<file path="config.mk">
export PLATFORM = sky130hd
export DESIGN_NAME = axi4l_mst_flat
export DESIGN_NICKNAME = d
export VERILOG_FILES = /design/src/rtl/axi4l_mst_if.sv /design/src/rtl/axi4l_mst.sv /design/src/flat_wrapper.sv
export SDC_FILE = /design/constraint.sdc
export NUM_CORES = 1
export LEC_CHECK = 0
export CAP_MARGIN = 15
export CORE_MARGIN = 2
export CORE_UTILIZATION = 35
export DETAILED_ROUTE_END_ITERATION = 10
export DONT_BUFFER_PORTS = 1
export PLACE_DENSITY = 0.48
export SLEW_MARGIN = 20
export SYNTH_ARGS = -nofsm -noshare
export SYNTH_HDL_FRONTEND = slang
export SYNTH_SLANG_ARGS = --single-unit
</file>
<file path="constraint.sdc">
create_clock -name aclk -period 1.6 [get_ports aclk]
set_clock_uncertainty 0.05 [all_clocks]
set_input_delay 0.4 -clock aclk [delete_from_list [all_inputs] [get_ports aclk]]
set_output_delay 0.4 -clock aclk [all_outputs]
set_load 0.01 [all_outputs]
</file>
<file path="src/rtl/axi4l_mst_if.sv">
// rtl/axi4l_mst_if.sv - AXI4-Lite bus bundle between axi4l_mst and a slave
interface axi4l_mst_if #(
    parameter int C_ADDR_WIDTH = 12,
    parameter int C_DATA_WIDTH = 32
);
    logic [C_ADDR_WIDTH-1:0]   awaddr;
    logic [2:0]                awprot;
    logic                      awvalid;
    logic                      awready;
    logic [C_DATA_WIDTH-1:0]   wdata;
    logic [C_DATA_WIDTH/8-1:0] wstrb;
    logic                      wvalid;
    logic                      wready;
    logic [1:0]                bresp;
    logic                      bvalid;
    logic                      bready;
    logic [C_ADDR_WIDTH-1:0]   araddr;
    logic [2:0]                arprot;
    logic                      arvalid;
    logic                      arready;
    logic [C_DATA_WIDTH-1:0]   rdata;
    logic [1:0]                rresp;
    logic                      rvalid;
    logic                      rready;

    modport master (
        output awaddr, awprot, awvalid, input awready,
        output wdata, wstrb, wvalid, input wready,
        input bresp, bvalid, output bready,
        output araddr, arprot, arvalid, input arready,
        input rdata, rresp, rvalid, output rready
    );

    modport slave (
        input awaddr, awprot, awvalid, output awready,
        input wdata, wstrb, wvalid, output wready,
        output bresp, bvalid, input bready,
        input araddr, arprot, arvalid, output arready,
        output rdata, rresp, rvalid, input rready
    );
endinterface

</file>
<file path="src/rtl/axi4l_mst.sv">
// rtl/axi4l_mst.sv - single-outstanding AXI4-Lite master driven by a cmd/rsp handshake
// Optional watchdog enabled by defining AXI4L_MST_TIMEOUT_EN.
module axi4l_mst #(
    parameter int C_ADDR_WIDTH = 12,
    parameter int C_DATA_WIDTH = 32,
    parameter int C_TIMEOUT    = 256
) (
    input  logic                      aclk,
    input  logic                      aresetn,
    input  logic                      cmd_valid,
    output logic                      cmd_ready,
    input  logic                      cmd_write,
    input  logic [C_ADDR_WIDTH-1:0]   cmd_addr,
    input  logic [C_DATA_WIDTH-1:0]   cmd_wdata,
    input  logic [C_DATA_WIDTH/8-1:0] cmd_wstrb,
    output logic                      rsp_valid,
    input  logic                      rsp_ready,
    output logic [C_DATA_WIDTH-1:0]   rsp_rdata,
    output logic [1:0]                rsp_resp,
    output logic                      timeout_err,
    axi4l_mst_if.master               m_axi
);

    typedef enum logic [2:0] {
        IDLE    = 3'd0,
        WR      = 3'd1,
        WR_RESP = 3'd2,
        RD_ADDR = 3'd3,
        RD_DATA = 3'd4,
        RSP     = 3'd5
    } state_t;

    state_t                    state_q, state_n;
    logic [C_ADDR_WIDTH-1:0]   addr_q;
    logic [C_DATA_WIDTH-1:0]   wdata_q;
    logic [C_DATA_WIDTH/8-1:0] wstrb_q;
    logic                      awvalid_q, awvalid_n;
    logic                      wvalid_q, wvalid_n;
    logic                      bready_q, bready_n;
    logic                      arvalid_q, arvalid_n;
    logic                      rready_q, rready_n;
    logic                      cmd_ready_q, cmd_ready_n;
    logic                      rsp_valid_q, rsp_valid_n;
    logic [C_DATA_WIDTH-1:0]   rsp_rdata_q, rsp_rdata_n;
    logic [1:0]                rsp_resp_q, rsp_resp_n;
    logic                      load;
    logic                      fire_timeout;

`ifdef AXI4L_MST_TIMEOUT_EN
    localparam int CNT_W = (C_TIMEOUT > 1) ? $clog2(C_TIMEOUT) : 1;

    logic [CNT_W-1:0] cnt_q;
    logic             tmo_q;
    logic             busy;
    logic             natural_rsp;

    assign busy        = (state_q == WR) || (state_q == WR_RESP) ||
                         (state_q == RD_ADDR) || (state_q == RD_DATA);
    // A response arriving on the expiry cycle still wins over the watchdog.
    assign natural_rsp = ((state_q == WR_RESP) && m_axi.bvalid) ||
                         ((state_q == RD_DATA) && m_axi.rvalid);
    assign fire_timeout = busy && !natural_rsp && (cnt_q == CNT_W'(C_TIMEOUT - 1));
    assign timeout_err  = tmo_q;

    always_ff @(posedge aclk or negedge aresetn) begin
        if (!aresetn) begin
            cnt_q <= '0;
            tmo_q <= 1'b0;
        end else begin
            cnt_q <= busy ? cnt_q + 1'b1 : '0;
            tmo_q <= tmo_q | fire_timeout;
        end
    end
`else
    logic unused_timeout;

    // Watchdog compiled out: C_TIMEOUT has no effect in this build.
    assign unused_timeout = (C_TIMEOUT == 0);
    assign fire_timeout   = 1'b0;
    assign timeout_err    = 1'b0;
`endif

    always_comb begin
        state_n     = state_q;
        load        = 1'b0;
        awvalid_n   = awvalid_q;
        wvalid_n    = wvalid_q;
        bready_n    = 1'b0;
        arvalid_n   = arvalid_q;
        rready_n    = 1'b0;
        rsp_valid_n = rsp_valid_q;
        rsp_rdata_n = rsp_rdata_q;
        rsp_resp_n  = rsp_resp_q;

        case (state_q)
            IDLE: begin
                if (cmd_valid && cmd_ready_q) begin
                    load = 1'b1;
                    if (cmd_write) begin
                        state_n   = WR;
                        awvalid_n = 1'b1;
                        wvalid_n  = 1'b1;
                    end else begin
                        state_n   = RD_ADDR;
                        arvalid_n = 1'b1;
                    end
                end
            end
            WR: begin
                // AW and W retire independently; leave once both are done.
                awvalid_n = awvalid_q && !m_axi.awready;
                wvalid_n  = wvalid_q && !m_axi.wready;
                if (!awvalid_n && !wvalid_n) begin
                    state_n  = WR_RESP;
                    bready_n = 1'b1;
                end
            end
            WR_RESP: begin
                bready_n = 1'b1;
                if (m_axi.bvalid && bready_q) begin
                    bready_n    = 1'b0;
                    rsp_valid_n = 1'b1;
                    rsp_rdata_n = '0;
                    rsp_resp_n  = m_axi.bresp;
                    state_n     = RSP;
                end
            end
            RD_ADDR: begin
                if (m_axi.arready) begin
                    arvalid_n = 1'b0;
                    rready_n  = 1'b1;
                    state_n   = RD_DATA;
                end
            end
            RD_DATA: begin
                rready_n = 1'b1;
                if (m_axi.rvalid && rready_q) begin
                    rready_n    = 1'b0;
                    rsp_valid_n = 1'b1;
                    rsp_rdata_n = m_axi.rdata;
                    rsp_resp_n  = m_axi.rresp;
                    state_n     = RSP;
                end
            end
            RSP: begin
                if (rsp_ready) begin
                    rsp_valid_n = 1'b0;
                    state_n     = IDLE;
                end
            end
            default: begin
                state_n = IDLE;
            end
        endcase

        if (fire_timeout) begin
            state_n     = RSP;
            awvalid_n   = 1'b0;
            wvalid_n    = 1'b0;
            bready_n    = 1'b0;
            arvalid_n   = 1'b0;
            rready_n    = 1'b0;
            rsp_valid_n = 1'b1;
            rsp_rdata_n = '0;
            rsp_resp_n  = 2'b10;
        end

        cmd_ready_n = (state_n == IDLE);
    end

    always_ff @(posedge aclk or negedge aresetn) begin
        if (!aresetn) begin
            state_q     <= IDLE;
            addr_q      <= '0;
            wdata_q     <= '0;
            wstrb_q     <= '0;
            awvalid_q   <= 1'b0;
            wvalid_q    <= 1'b0;
            bready_q    <= 1'b0;
            arvalid_q   <= 1'b0;
            rready_q    <= 1'b0;
            cmd_ready_q <= 1'b0;
            rsp_valid_q <= 1'b0;
            rsp_rdata_q <= '0;
            rsp_resp_q  <= 2'b00;
        end else begin
            state_q     <= state_n;
            awvalid_q   <= awvalid_n;
            wvalid_q    <= wvalid_n;
            bready_q    <= bready_n;
            arvalid_q   <= arvalid_n;
            rready_q    <= rready_n;
            cmd_ready_q <= cmd_ready_n;
            rsp_valid_q <= rsp_valid_n;
            rsp_rdata_q <= rsp_rdata_n;
            rsp_resp_q  <= rsp_resp_n;
            if (load) begin
                addr_q  <= cmd_addr;
                wdata_q <= cmd_wdata;
                wstrb_q <= cmd_wstrb;
            end
        end
    end

    assign cmd_ready     = cmd_ready_q;
    assign rsp_valid     = rsp_valid_q;
    assign rsp_rdata     = rsp_rdata_q;
    assign rsp_resp      = rsp_resp_q;

    assign m_axi.awaddr  = addr_q;
    assign m_axi.awprot  = 3'b000;
    assign m_axi.awvalid = awvalid_q;
    assign m_axi.wdata   = wdata_q;
    assign m_axi.wstrb   = wstrb_q;
    assign m_axi.wvalid  = wvalid_q;
    assign m_axi.bready  = bready_q;
    assign m_axi.araddr  = addr_q;
    assign m_axi.arprot  = 3'b000;
    assign m_axi.arvalid = arvalid_q;
    assign m_axi.rready  = rready_q;

endmodule

</file>
<file path="src/flat_wrapper.sv">
// flat-port wrapper written by rule: the top's interface ports become plain ports
module axi4l_mst_flat 
#(
    parameter int C_ADDR_WIDTH = 12,
    parameter int C_DATA_WIDTH = 32,
    parameter int C_TIMEOUT    = 256
)
  (aclk, aresetn, cmd_valid, cmd_ready, cmd_write, cmd_addr, cmd_wdata, cmd_wstrb, rsp_valid, rsp_ready, rsp_rdata, rsp_resp, timeout_err, m_axi_awaddr, m_axi_awprot, m_axi_awvalid, m_axi_awready, m_axi_wdata, m_axi_wstrb, m_axi_wvalid, m_axi_wready, m_axi_bresp, m_axi_bvalid, m_axi_bready, m_axi_araddr, m_axi_arprot, m_axi_arvalid, m_axi_arready, m_axi_rdata, m_axi_rresp, m_axi_rvalid, m_axi_rready);
  axi4l_mst_if #(.C_ADDR_WIDTH(C_ADDR_WIDTH), .C_DATA_WIDTH(C_DATA_WIDTH)) m_axi_i ();
  input  logic aclk;
  input  logic aresetn;
  input  logic cmd_valid;
  output logic cmd_ready;
  input  logic cmd_write;
  input  logic [C_ADDR_WIDTH-1:0] cmd_addr;
  input  logic [C_DATA_WIDTH-1:0] cmd_wdata;
  input  logic [C_DATA_WIDTH/8-1:0] cmd_wstrb;
  output logic rsp_valid;
  input  logic rsp_ready;
  output logic [C_DATA_WIDTH-1:0] rsp_rdata;
  output logic [1:0] rsp_resp;
  output logic timeout_err;
  output wire logic [$bits(m_axi_i.awaddr)-1:0] m_axi_awaddr;
  output wire logic [$bits(m_axi_i.awprot)-1:0] m_axi_awprot;
  output wire logic [$bits(m_axi_i.awvalid)-1:0] m_axi_awvalid;
  input wire logic [$bits(m_axi_i.awready)-1:0] m_axi_awready;
  output wire logic [$bits(m_axi_i.wdata)-1:0] m_axi_wdata;
  output wire logic [$bits(m_axi_i.wstrb)-1:0] m_axi_wstrb;
  output wire logic [$bits(m_axi_i.wvalid)-1:0] m_axi_wvalid;
  input wire logic [$bits(m_axi_i.wready)-1:0] m_axi_wready;
  input wire logic [$bits(m_axi_i.bresp)-1:0] m_axi_bresp;
  input wire logic [$bits(m_axi_i.bvalid)-1:0] m_axi_bvalid;
  output wire logic [$bits(m_axi_i.bready)-1:0] m_axi_bready;
  output wire logic [$bits(m_axi_i.araddr)-1:0] m_axi_araddr;
  output wire logic [$bits(m_axi_i.arprot)-1:0] m_axi_arprot;
  output wire logic [$bits(m_axi_i.arvalid)-1:0] m_axi_arvalid;
  input wire logic [$bits(m_axi_i.arready)-1:0] m_axi_arready;
  input wire logic [$bits(m_axi_i.rdata)-1:0] m_axi_rdata;
  input wire logic [$bits(m_axi_i.rresp)-1:0] m_axi_rresp;
  input wire logic [$bits(m_axi_i.rvalid)-1:0] m_axi_rvalid;
  output wire logic [$bits(m_axi_i.rready)-1:0] m_axi_rready;
  assign m_axi_awaddr = m_axi_i.awaddr;
  assign m_axi_awprot = m_axi_i.awprot;
  assign m_axi_awvalid = m_axi_i.awvalid;
  assign m_axi_i.awready = m_axi_awready;
  assign m_axi_wdata = m_axi_i.wdata;
  assign m_axi_wstrb = m_axi_i.wstrb;
  assign m_axi_wvalid = m_axi_i.wvalid;
  assign m_axi_i.wready = m_axi_wready;
  assign m_axi_i.bresp = m_axi_bresp;
  assign m_axi_i.bvalid = m_axi_bvalid;
  assign m_axi_bready = m_axi_i.bready;
  assign m_axi_araddr = m_axi_i.araddr;
  assign m_axi_arprot = m_axi_i.arprot;
  assign m_axi_arvalid = m_axi_i.arvalid;
  assign m_axi_i.arready = m_axi_arready;
  assign m_axi_i.rdata = m_axi_rdata;
  assign m_axi_i.rresp = m_axi_rresp;
  assign m_axi_i.rvalid = m_axi_rvalid;
  assign m_axi_rready = m_axi_i.rready;
  axi4l_mst #(.C_ADDR_WIDTH(C_ADDR_WIDTH), .C_DATA_WIDTH(C_DATA_WIDTH), .C_TIMEOUT(C_TIMEOUT)) u_core (.aclk(aclk), .aresetn(aresetn), .cmd_valid(cmd_valid), .cmd_ready(cmd_ready), .cmd_write(cmd_write), .cmd_addr(cmd_addr), .cmd_wdata(cmd_wdata), .cmd_wstrb(cmd_wstrb), .rsp_valid(rsp_valid), .rsp_ready(rsp_ready), .rsp_rdata(rsp_rdata), .rsp_resp(rsp_resp), .timeout_err(timeout_err), .m_axi(m_axi_i));
endmodule
</file>
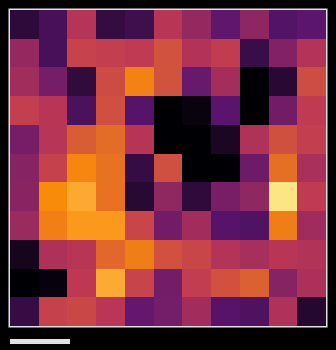
Fig. 1. Placement density heat map.
Scale bar: 20 um. 11 x 11 tiles, from black (low) to pale yellow (high), 0 to 100% covered.
- fullest tile: 95%
- tiles over 75% full: 4.1%
- nearly empty tiles: 7.4%
- densest ninth of the die: west
- mean over tiles: 40%
core box area: 10,200 um^2
fp util: 35.6%
fin util: 45.6%

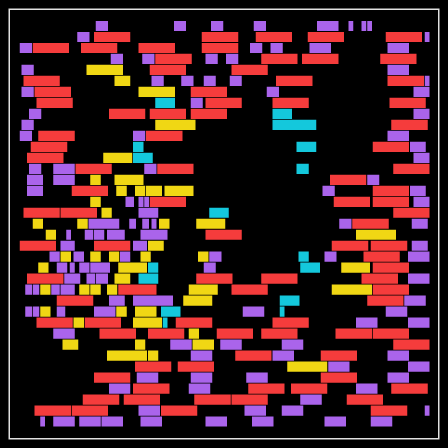
Fig. 2. Placement by cell class.
- yellow: other buffers and delay cells (cells 48)
- red: flops (cells 92)
- cyan: clock drivers and dummy loads (cells 16)
- purple: combinational and other logic (cells 126)
Seq area share: 49.4%
post-route cell area: 4670 um^2
row cnt: 37

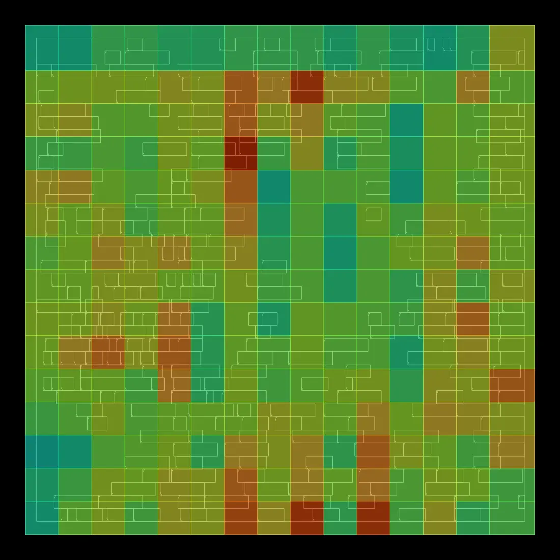
Fig. 3. Routing congestion.
met1 GRT Util: 20.5%
total track usage: 16.1%
drt wl/cell: 21.1 um

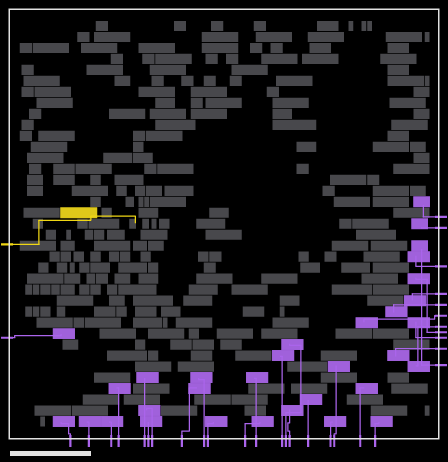
Fig. 4. Wires at chosen ports, followed through buffers.
Scale bar: 20 um.
- purple: `cmd_wdata` (direction input; edge 20 south, 11 east, 1 west; end cells 32; buffers 0; wire 372 um)
- yellow: `rsp_valid` (direction output; edge west; end cells 1; buffers 0; wire 39.3 um)
IO buf count: 0
I/O pin count: 202

==> ci_impl_report.md <==
## Implementation flow summary

| Metric | Value |
|---|---|
| Status | `finished with violations` |
| Violated checks | `hold timing, setup timing` |
| Ys flop type | `dfrtp_1` |
| CP max FO | `5` |
| Logic area | `1360 um^2` |
| Final Hold Vio Count | `between 90 and 100` |
| Final worst slack | `-0.151 ns` |
| TNS Setup | `-6.61 ns` |
| Overall via count from detail_route | `2,134` |
| CP max stage delay | `around 0.5 ns` |
| HP Class | `in -> async` |
| R2r worst-path depth | `5` |
| Fmax | `571 MHz` |
| Synth top cell by count | `dfrtp_1` |
| Invs w/o clock | `0` |
| Layout cells sized above 1 | `approximately two fifths` |
| Clock Tree Root | `clkbuf_8` |
| Arr. time, crit path | `about 2.0 ns` |
| Largest net degree at the start of global routing | `just over 90` |
| Met3 Usage GRT | `under 10%` |
| Grt ovf | `0` |
| Die W | `~110 um` |
| Detail Route met2 WL | `4.33 mm` |
| Tool Warnings | `31` |
| Critical path origin | `u_core.state_q[0]` |
| Drc violations | `0` |
| Distinct cells, synth | `30` |
| Final setup viols | `84` |
| RSZ-0062 raised after global routing | `yes` |
| Yosys cell count | `244` |
| Hold slack | `-0.327 ns` |
| Antenna-violating nets left | `0` |
| Non-Filler Instances | `about 420` |
| Pre-antenna DRT Iters | `4` |
| #MultiIn Comb | `between 100 and 150` |
| Placed Instances | `around 380` |
| N_diodes | `0` |
| M2 GR Usage | `25.6%` |
| Layout area overhead | `28.3%` |
| Setup crit end kind | `flip-flop` |
| Sinks on Clock Net | `about 92` |
| Tot Pwr | `~9.5 mW` |
| Final Max Tran Viols | `0` |
| Top routing layer used | `met4` |
| Flops | `just over 90` |
| Worst flop-to-flop path startpoint | `u_core.state_q[0]` |
| Top class by area | `flip-flops and latches` |
| Area post-placement | `about 3900 um^2` |
| FF-to-FF End | `u_core.cmd_ready` |
| Clk_lat worst skew | `around 0.35 ns` |
| GPL Wtd Cong | `approximately 0.74` |
| Num tapcells | `136` |
| Logic share of the area | `between 20 and 30%` |
| PostCTS Resize Cnt | `58` |
| Synth Seq Share | `between 60% and 70%` |
| Peak VDD IR | `888 uV` |
| Cell Chain, Critical Path | `buf_6 -> nor4bb_1 -> a31oi_1 -> or4b_4 -> nor4b_2` |
| Initial antenna violation count | `0` |
| Clock buffer depth | `2` |
| Via/cell ratio | `just over 5` |
| WS Path Type | `reg -> reg` |
| Layout clock area frac | `4.13%` |
| Post-synthesis cell area | `between 3000 and 4000 um^2` |
| Wire length on met1 | `between 3 and 4 mm` |
| Layout clock buffer count | `11` |
| CP endpoint | `u_core.cmd_ready` |
| Signal buffers share of area | `approximately 14%` |
| Worst setup SP type | `flip-flop` |
| Synth top area share | `between 60% and 70%` |
| Cell family with most CP delay | `simple AND/OR/NAND/NOR gates` |
| GR peak layer | `met2` |
| Avg Cell Area, Syn | `between 10 and 15 um^2` |
| Nonclk buf count | `roughly 48` |
| YS chip area | `3640 um^2` |
| Post-synth EDFFs | `0` |
| Clock Pin Slew Worst Setup and Hold Paths | `around 0.10 ns` |
| Levels on crit path | `5` |
| Tmin final | `1.75 ns` |
| Fin crit share | `109%` |
## power breakdown
part           internal, mW  switching, mW  leakage [nW]
logic                  2.18          0.991         0.896
clock network         0.730          0.838        0.0862
registers              3.40           1.41          1.16
total                  6.31           3.24          2.14
## logic make-up (layout without fill, tap and decap cells)
family	count (synthesis)	after routing	share of synthesized area, %
AND-OR/OR-AND	44	44	9.90
buffers and inverters	32	64	5.88
flip-flops	92	92	63.3
multiplexers	52	52	16.1
other	1	7	0.103
AND/OR/NAND/NOR	23	23	4.75
## registers in the layout, indices dropped and copies added, names as in the netlist, 2 cells and up
signal / count
u_core.m_axi.araddr: 12
u_core.state_q: 3
u_core.m_axi.wdata: 32
u_core.m_axi.wstrb: 4
u_core.rsp_resp: 2
u_core.rsp_rdata: 32
No activity file was given, so power comes from the tool's default toggle rates.
